Design instr_fetch_unit, sky130hd; sources not shown.
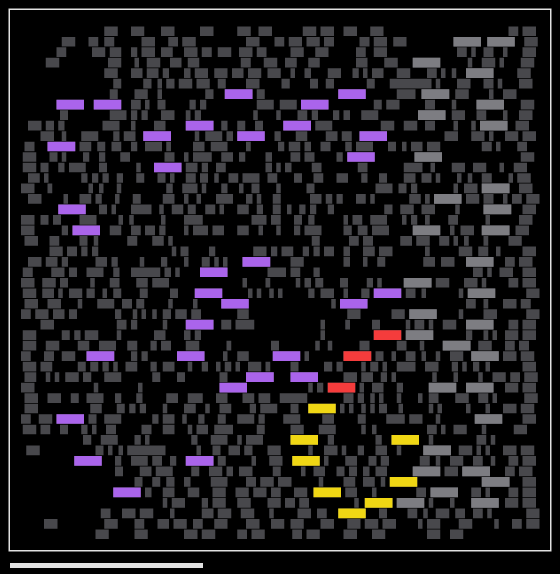
Fig. 1. Sequential cells coloured by netlist name.
The bar under the picture is 50 um long. Other sequential cells in the stronger grey, the rest of the logic in the fainter grey.
| colour | signal | placed flops |
|---|---|---|
| red | state | 3 |
| purple | imem_addr | 32 |
| yellow | wait_cnt | 8 |
not coloured: 32
Seq area share: 0.184
Flop area: 1500 um^2

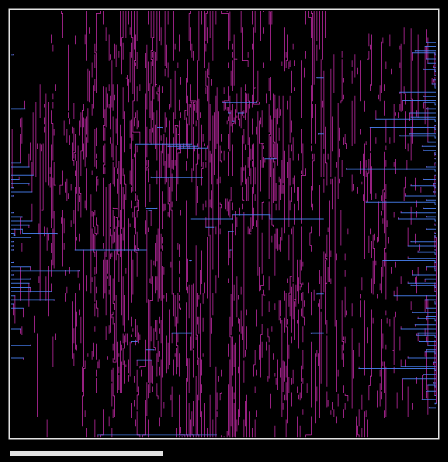
Fig. 2. Routed metal, one colour a layer.
The bar under the picture is 50 um long. Only two layers are drawn.
| colour | layer | wire length |
|---|---|---|
| magenta | metal 2 | 9,130 um |
| blue | metal 3 | 911 um |
Vias: 5,810
wire per inst: 16.6 um
Tot GR Track Use: 0.199

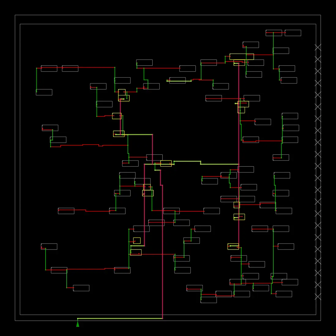
Fig. 3. The clock network.
Clock group: 323 uW
skew final: 0.0110 ns
Clock Sinks: 75

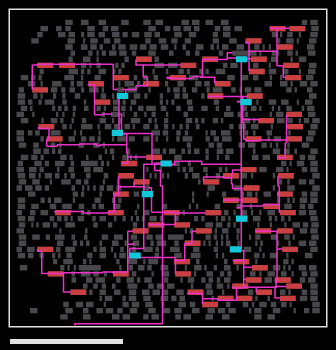
Fig. 4. Clock wires, drivers and flops.
The bar under the picture is 50 um long.
[red] flip-flops | count: 75
[magenta] clock wires | length: 1,280 um
[cyan] clock drivers | count: 9
flops lie: all over the die
insertion delay at the late pin of the worst-skew pair: 0.38 ns
Clk pwr share: 0.358

==> flow_summary.ini <==
; synthesis and place-and-route metrics
[timing]
worst_slew_pin_slew_ns = 0.831
slew_headroom = 0.442
layout_setup_ws_ns = 2.73
finalCritPeriodShare = 0.659
setup_tns_ns = 0
rsz0062_at_grt = false
timing.fmax_mhz = 190
setup_viol_count_final = 0

[route]
dr.pass1.iters = 8
ant_nets = 0
drt_iter0_markers = 272
drc = 22
viasPerCell = 4.92

[yosys]
synth_warnings = 0
synth.cellmix.compoundShare = 0.198
ys_types = 59
edf_count = 0
synth_cells = 724
mux_share = 0.00540
ys_seq_frac = 0.270
top_logic_kind = simple AND/OR/NAND/NOR gates

[placement]
post_dp_cell_area_um2 = 7960
post-place-cells = 1164
portBuffers = 211
place_congestion = 0.849
hpwlAfterDp_mm = 15.3

[layout]
drive_gt1_frac = 0.0852
utilization = 0.452
synthToLayoutAreaGrowth_pct = 46.9
final_cell_mix = 211 x clkdlybuf4s50_1, 128 x nand2_1, 75 x dfxtp_1
fin_nets = 1051
final_cell_count_no_fill = 1180
comb_area_um2 = 3550
diodes = 0
lay_top_count = clkdlybuf4s50_1

[worst_setup_path]
worst-path-stages = 7
required_ns = 6.40
path_buffers = 1
cp_max_fo = 8
slowest_stage = nor3_1
cp-start-kind = register
cpPeakStageDelay_ns = 0.81
reg2reg_slack_ns = 4.79
reg2regPathDepth = 11
criticalPathCategory = register to output port

[floorplan]
die_x_um = 140
die_h_um = 140
initCoreUtil = 0.308
row_count = 49

[clock_tree]
cts_root_buf = clkbuf_8
post_cts_buffers = 0
cts_buffers = 9
holdBufCountCts = 0
cts_tree = yes
cts-resized-gates = 0
cts.reportedPaths.clkPinSlew_ns = 0.10
cts.htree.levels = 3
clock_path_buffers = 2

[pwr]
leakagePower_uw = 0.00325
p_total_uw = 903
ir_worst_vdd_uv = 92.1

[global_route]
grt_pass1_vias = 5978
grt_pass1_wl_mm = 31.5
grt_max_degree = 16
grt_overflow = 0

[worst_hold_path]
hold_path_depth = 2

[outcome]
violations = design-rule violations
status = complete, but fails checks
==> cell type report <==
| class | count | share of cell area |
|---|---|---|
| Multi-Input combinational cell | 559 | 0.435 |
| Clock buffer | 9 | 0.0152 |
| Tap cell | 229 | 0.0351 |
| Timing Repair Buffer | 211 | 0.259 |
| Buffer | 81 | 0.0581 |
| Sequential cell | 75 | 0.184 |
| Inverter | 9 | 0.00414 |
| Clock inverter | 7 | 0.0103 |
==> where the power goes <==
group / total (uW) / leakage (uW) / switching (uW) / internal (uW)
clock: 323 / 0.000102 / 173 / 150
sequential: 392 / 0.000605 / 9.68 / 382
combinational: 188 / 0.00254 / 95.8 / 92.1
==> worst register-to-register path, stage by stage (launching register included) <==
cell,delay (ns)
dfxtp_1,0.37
ha_1,0.25
fa_1,0.41
a21oi_1,0.26
o21ai_2,0.14
o41ai_4,0.42
a211oi_1,0.17
nor4b_2,0.53
o31ai_1,0.17
xnor2_1,0.17
o21ai_1,0.07
and2_1,0.17
==> cells in the mapped netlist, types with 18 or more instances <==
library cell,n,area (um^2)
xor2_1,25,219
dfxtp_1,75,1500
and2_1,46,288
xnor2_1,33,289
buf_4,45,338
ha_1,33,413
nand2_1,128,480
a21oi_1,31,155
o21ai_0,18,90.1
a21boi_0,30,225
nor2_1,34,128
clkbuf_1,35,131
nand3_1,39,195
==> routing by layer <==
| layer | vias up | part of all wire | GRT usage |
|---|---|---|---|
| met3 | 23 | 0.047 | 0.0263 |
| met4 | 0 | 0.020 | 0.0665 |
| met5 | - | 0 | 0 |
| met1 | 2731 | 0.47 | 0.254 |
| li1 | 2894 | - | - |
| met2 | 162 | 0.47 | 0.346 |
Power and IR drop assume default switching activity.
